## config.mk

```make
export PLATFORM = sky130hd
export DESIGN_NAME = sram_stream_reader
export DESIGN_NICKNAME = d
export VERILOG_FILES = /design/src/rtl/sram_stream_reader_pkg.sv /design/src/rtl/sram_rd_fifo.sv /design/src/rtl/sram_stream_reader.sv
export SDC_FILE = /design/constraint.sdc
export NUM_CORES = 1
export LEC_CHECK = 0
export CAP_MARGIN = 20
export CORE_MARGIN = 2
export CORE_UTILIZATION = 55
export DETAILED_ROUTE_END_ITERATION = 8
export PLACE_DENSITY = 0.85
export SLEW_MARGIN = 10
export SYNTH_ARGS = -nofsm -noshare
export SYNTH_HDL_FRONTEND = slang
export SYNTH_HIERARCHICAL = 1
export SYNTH_SLANG_ARGS = --single-unit
```

## constraint.sdc

```tcl
create_clock -name clk -period 4.65 [get_ports clk]
set_input_delay 0.93 -clock clk [delete_from_list [all_inputs] [get_ports clk]]
set_output_delay 0.93 -clock clk [all_outputs]
set_load 0.02 [all_outputs]
```

## src/rtl/sram_stream_reader_pkg.sv

```systemverilog
// Shared types and constants for the SRAM stream reader: FSM state encoding,
// read-buffer depth and the matching credit/pointer widths.
package sram_stream_reader_pkg;

    typedef enum logic [1:0] {
        ST_IDLE  = 2'd0,
        ST_RUN   = 2'd1,
        ST_DRAIN = 2'd2
    } rd_state_e;

    localparam int RD_BUF_DEPTH = 4;
    localparam int CREDIT_WIDTH = $clog2(RD_BUF_DEPTH) + 1;
    localparam int RD_PTR_WIDTH = $clog2(RD_BUF_DEPTH);

endpackage

```

## src/rtl/sram_rd_fifo.sv

```systemverilog
// Small synchronous FIFO that buffers SRAM read data for the stream reader.
// The head entry is held in its own register so the consumer sees flop outputs only.
module sram_rd_fifo
    import sram_stream_reader_pkg::*;
#(
    parameter int WIDTH = 33
) (
    input  logic             clk,
    input  logic             rst,
    input  logic             push,
    input  logic [WIDTH-1:0] push_data,
    input  logic             pop,
    output logic             full,
    output logic             empty,
    output logic [WIDTH-1:0] head_data
);

    logic [WIDTH-1:0]        mem [RD_BUF_DEPTH];
    logic [RD_PTR_WIDTH-1:0] wr_ptr;
    logic [RD_PTR_WIDTH-1:0] rd_ptr;
    logic [RD_PTR_WIDTH-1:0] rd_ptr_nxt;
    logic [CREDIT_WIDTH-1:0] count;
    logic [WIDTH-1:0]        head_q;

    assign rd_ptr_nxt = rd_ptr + RD_PTR_WIDTH'(1);
    assign full       = (count == CREDIT_WIDTH'(RD_BUF_DEPTH));
    assign empty      = (count == '0);
    assign head_data  = head_q;

    // NOTE: storage is deliberately left without reset; the pointers and count
    // define which entries are meaningful, so resetting the array buys nothing.
    always_ff @(posedge clk) begin
        if (push) begin
            mem[wr_ptr] <= push_data;
        end
    end

    // NOTE: every register in a clocked block is assigned with <= so all flops
    // update from the same pre-edge values regardless of statement order.
    always_ff @(posedge clk) begin
        if (rst) begin
            wr_ptr <= '0;
            rd_ptr <= '0;
            count  <= '0;
            head_q <= '0;
        end else begin
            if (push) begin
                wr_ptr <= wr_ptr + RD_PTR_WIDTH'(1);
            end
            if (pop) begin
                rd_ptr <= rd_ptr_nxt;
            end

            case ({push, pop})
                2'b10:   count <= count + CREDIT_WIDTH'(1);
                2'b01:   count <= count - CREDIT_WIDTH'(1);
                default: count <= count;
            endcase

            // Head tracks the oldest entry; it is cleared when the FIFO drains.
            if (push && (empty || (count == CREDIT_WIDTH'(1) && pop))) begin
                head_q <= push_data;
            end else if (pop && count > CREDIT_WIDTH'(1)) begin
                head_q <= mem[rd_ptr_nxt];
            end else if (pop) begin
                head_q <= '0;
            end
        end
    end

endmodule

```

## src/rtl/sram_stream_reader.sv

```systemverilog
// Burst reader for the single-port simple_sram: issues back-to-back reads,
// absorbs the one-cycle read latency and emits a valid/ready stream with last.
// Optional feature macro: SRAM_RD_STRIDE_EN adds a latched address stride.
module sram_stream_reader
    import sram_stream_reader_pkg::*;
#(
    parameter int DATA_WIDTH = 32,
    parameter int ADDR_WIDTH = 10,
    parameter int LEN_WIDTH  = 11
) (
    input  logic                  clk,
    input  logic                  rst,
    input  logic                  start,
    input  logic [ADDR_WIDTH-1:0] base_addr,
    input  logic [LEN_WIDTH-1:0]  length,
`ifdef SRAM_RD_STRIDE_EN
    input  logic [ADDR_WIDTH-1:0] stride,
`endif
    output logic                  busy,
    output logic                  done,
    output logic                  sram_csb,
    output logic                  sram_wsb,
    output logic [ADDR_WIDTH-1:0] sram_raddr,
    input  logic [DATA_WIDTH-1:0] sram_rdata,
    output logic                  out_valid,
    input  logic                  out_ready,
    output logic [DATA_WIDTH-1:0] out_data,
    output logic                  out_last
);

    rd_state_e               state_q, state_d;
    logic [ADDR_WIDTH-1:0]   addr_q;
    logic [ADDR_WIDTH-1:0]   addr_step;
    logic [LEN_WIDTH-1:0]    len_q;
    logic [LEN_WIDTH-1:0]    issued_q;
    logic [CREDIT_WIDTH-1:0] credit_q;
    logic                    rd_pending_q;
    logic                    rd_last_q;
    logic                    done_q, done_d;

    logic                    accept;
    logic                    issue;
    logic                    issue_last;
    logic                    pop;

    logic                    fifo_full;
    logic                    fifo_empty;
    logic [DATA_WIDTH:0]     fifo_head;

`ifdef SRAM_RD_STRIDE_EN
    logic [ADDR_WIDTH-1:0]   stride_q;

    always_ff @(posedge clk) begin
        if (rst) begin
            stride_q <= '0;
        end else if (accept && length != '0) begin
            stride_q <= stride;
        end
    end

    assign addr_step = stride_q;
`else
    assign addr_step = ADDR_WIDTH'(1);
`endif

    assign accept     = (state_q == ST_IDLE) && start;
    // The credit limit counts in-flight reads plus buffered words, so the
    // FIFO always has room for every read that has been issued.
    assign issue      = (state_q == ST_RUN) && (issued_q < len_q) &&
                        (credit_q < CREDIT_WIDTH'(RD_BUF_DEPTH));
    assign issue_last = issue && (issued_q == len_q - LEN_WIDTH'(1));
    assign pop        = out_valid && out_ready;

    assign busy       = (state_q != ST_IDLE);
    assign done       = done_q;
    assign sram_csb   = ~issue;
    assign sram_wsb   = 1'b1;
    assign sram_raddr = addr_q;

    assign out_valid  = ~fifo_empty;
    assign out_data   = fifo_head[DATA_WIDTH-1:0];
    assign out_last   = fifo_head[DATA_WIDTH];

    always_ff @(posedge clk) begin
        if (rst) begin
            state_q <= ST_IDLE;
            done_q  <= 1'b0;
        end else begin
            state_q <= state_d;
            done_q  <= done_d;
        end
    end

    // NOTE: defaults first, so every path through the case assigns both
    // outputs and no latch is inferred.
    always_comb begin
        state_d = state_q;
        done_d  = 1'b0;
        case (state_q)
            ST_IDLE: begin
                if (start) begin
                    if (length != '0) begin
                        state_d = ST_RUN;
                    end else begin
                        done_d = 1'b1;
                    end
                end
            end
            ST_RUN: begin
                if (issue_last) begin
                    state_d = ST_DRAIN;
                end
            end
            ST_DRAIN: begin
                if (pop && out_last) begin
                    state_d = ST_IDLE;
                    done_d  = 1'b1;
                end
            end
            default: state_d = ST_IDLE;
        endcase
    end

    always_ff @(posedge clk) begin
        if (rst) begin
            addr_q   <= '0;
            len_q    <= '0;
            issued_q <= '0;
        end else if (accept && length != '0) begin
            addr_q   <= base_addr;
            len_q    <= length;
            issued_q <= '0;
        end else if (issue) begin
            addr_q   <= addr_q + addr_step;
            issued_q <= issued_q + LEN_WIDTH'(1);
        end
    end

    always_ff @(posedge clk) begin
        if (rst) begin
            credit_q <= '0;
        end else begin
            case ({issue, pop})
                2'b10:   credit_q <= credit_q + CREDIT_WIDTH'(1);
                2'b01:   credit_q <= credit_q - CREDIT_WIDTH'(1);
                default: credit_q <= credit_q;
            endcase
        end
    end

    // rd_pending marks the cycle in which sram_rdata holds the read just issued.
    always_ff @(posedge clk) begin
        if (rst) begin
            rd_pending_q <= 1'b0;
            rd_last_q    <= 1'b0;
        end else begin
            rd_pending_q <= issue;
            rd_last_q    <= issue_last;
        end
    end

    sram_rd_fifo #(
        .WIDTH (DATA_WIDTH + 1)
    ) u_fifo (
        .clk       (clk),
        .rst       (rst),
        .push      (rd_pending_q),
        .push_data ({rd_last_q, sram_rdata}),
        .pop       (pop),
        .full      (fifo_full),
        .empty     (fifo_empty),
        .head_data (fifo_head)
    );

    a_no_overflow: assert property (@(posedge clk) disable iff (rst)
        !(fifo_full && rd_pending_q && !pop));

endmodule
```

### Wire density map

Bar = 50 um. 28 x 28 tiles, from dark purple (low) to yellow (high), scaled to the fullest tile. Values are wire area over tile area, all layers added.
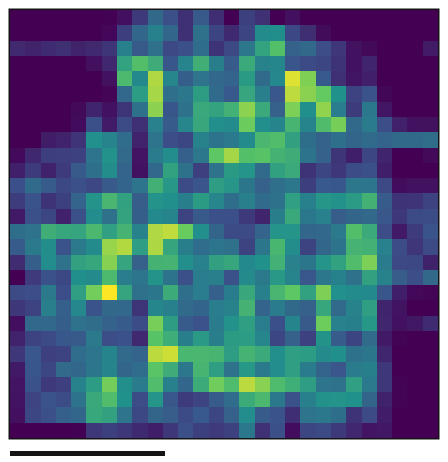
nearly empty tiles = 14%
fullest tile = 0.59
tiles over half the peak = 21%
emptiest ninth of the die = upper left
mean over tiles = 0.19
average wire length per cell after detail routing: 21.6 um
total vias in the final route: 6338
total routing resource utilization after global routing: 23.8%
Total Routed Length: 22300 um

### Clock network drawn from the DEF

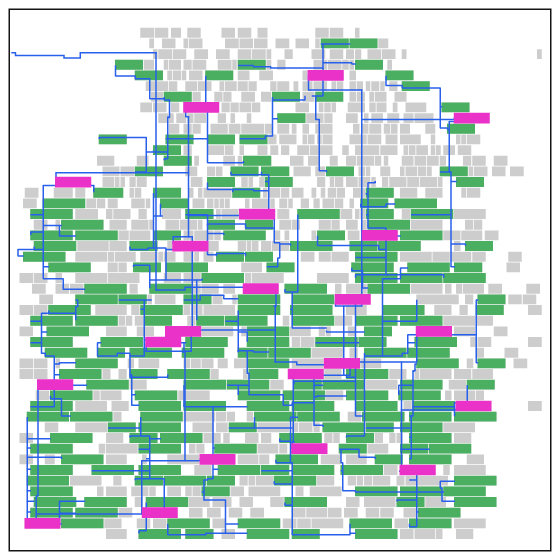
green -> flip-flops  # count 212
magenta -> clock drivers  # count 21
blue -> clock wires  # length 2370 um
flops lie = all over the die
setup clock skew after layout: 0.00940 ns
clock latency on the worst-skew pair: 0.49 ns
clock network power: 1.67 mW
Clk pwr share: 30.5%

### Placement view

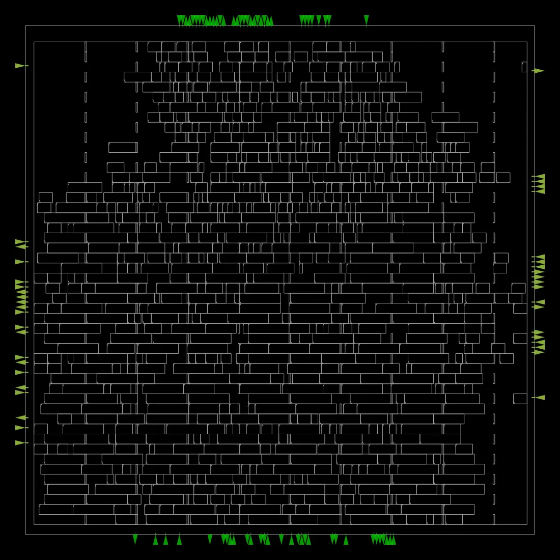
row cnt: 48
layout filler cell count: 1206

==> impl_metrics.json <==
{
  "hold-path-cell-count": 1,
  "net-switching-power_mw": 1.73,
  "clock_input_transition_at_the_sequential_cells_of_the_worst_setup_and_hold_paths_ns": 0.07,
  "outcome": "finished, final reports clean",
  "period_needed_ns": 3.98,
  "startpoint_type": "register",
  "clock-sinks": 212,
  "openroad.warnings": 32,
  "finish.utilization_pct": 66.2,
  "holdCritPathClass": "reg -> reg",
  "critical_path_buf_inv_count": 4,
  "power.switching_fraction_pct": 31.6,
  "top_usage_layer": "met2",
  "max_freq_mhz": 251,
  "placement.cell_area_um2": 10900,
  "power_density_nw_per_um2": 474,
  "synthesis.area_um2": 9830,
  "syn-num-nets": 792,
  "hold_buffers": 0,
  "core_util_floorplan_pct": 56.5,
  "antenna_found_initial": 1,
  "powerSeq_mw": 2.30,
  "syn-mean-instance-area_um2": 13.9,
  "relSlewSlack_pct": 33.0,
  "grt.overflow.total": 0,
  "worst_reg2reg_endpoint": "credit_q[2]",
  "grtUsageMet2_pct": 41.2,
  "core_area_um2": 17400,
  "met3_usage_pct": 3.42,
  "place_congestion": 0.879,
  "globalRouteMet1Util_pct": 31.4,
  "worstSetupEndpointType": "output port",
  "placement.setup.worst_slack_ns": 0.881,
  "h-tree-depth": 1,
  "worstHoldEndpoint": "done",
  "max_rail_drop_vdd_mv": 0.542,
  "p_leak_nw": 3.76,
  "final_design_area_no_fill_um2": 11500,
  "report.final.slew_viol_count": 0,
  "ctsResizeCount": 0,
  "via_count_of_the_first_global_routing_pass": 6515,
  "cell_internal_pwr_mw": 3.74,
  "die_h_um": 138,
  "grt_pass1_wl_um": 34700,
  "critPathTopFamily": "buffers and inverters",
  "timing.critical_path.to": "sram_csb",
  "worstHoldStart": "state_q[0]",
  "register_share_of_total_power_pct": 42.0,
  "postCtsSetupRepairBufs": 0,
  "io-pin-count": 105,
  "dieWidth_um": 138,
  "setup_slack_on_the_worst_flop_to_flop_path_ns": 1.36,
  "buffer_cell_driving_the_clock_tree_root": "sky130_fd_sc_hd__clkbuf_16",
  "port_buffers": 103,
  "initialDrtViolationCount": 476,
  "worstReg2RegStart": "len_q[9]"
}
-- state kept, by name, indices dropped and copies added (netlist names) --
| signal | flops |
|---|---|
| u_fifo/mem | 132 |
| u_fifo/head_data | 33 |
| issued_q | 11 |
| len_q | 11 |
| sram_raddr | 10 |
| credit_q | 3 |
| u_fifo/count | 3 |
| state_q | 2 |
| u_fifo/rd_ptr | 2 |
| u_fifo/wr_ptr | 2 |
| done | 1 |
| rd_last_q | 1 |
| rd_pending_q | 1 |
-- layout by cell type (no fill, tap or decap), types with 6 or more instances in the layout --
cell and n:
sky130_fd_sc_hd__nand2_1 12, sky130_fd_sc_hd__a211oi_1 12, sky130_fd_sc_hd__nand3_1 7, sky130_fd_sc_hd__clkdlybuf4s50_1 102, sky130_fd_sc_hd__xnor2_1 12, sky130_fd_sc_hd__o211ai_1 6
sky130_fd_sc_hd__mux4_2 33, sky130_fd_sc_hd__nand4_1 16, sky130_fd_sc_hd__edfxtp_1 132, sky130_fd_sc_hd__o211ai_2 28, sky130_fd_sc_hd__mux2i_1 8, sky130_fd_sc_hd__ha_1 24
sky130_fd_sc_hd__and2_1 7, sky130_fd_sc_hd__nor3_1 38, sky130_fd_sc_hd__clkbuf_16 21, sky130_fd_sc_hd__buf_4 10, sky130_fd_sc_hd__dfxtp_1 77, sky130_fd_sc_hd__inv_1 23
sky130_fd_sc_hd__nor2_1 45, sky130_fd_sc_hd__a21oi_1 14, sky130_fd_sc_hd__a311oi_2 30, sky130_fd_sc_hd__xor2_1 27, sky130_fd_sc_hd__nand2b_1 36
-- layout make-up --
type                            instances  area [um2]
Tap cell                              225         282
Fill cell                            1206        5880
Multi-Input combinational cell        419        3820
Clock inverter                          9        98.8
Clock buffer                           28         576
Sequential cell                       212        5570
Inverter                               24        90.1
Antenna cell                            1        2.50
Timing Repair Buffer                  112        1100
Power figures rest on the tool's default switching activity, not on a simulated workload.
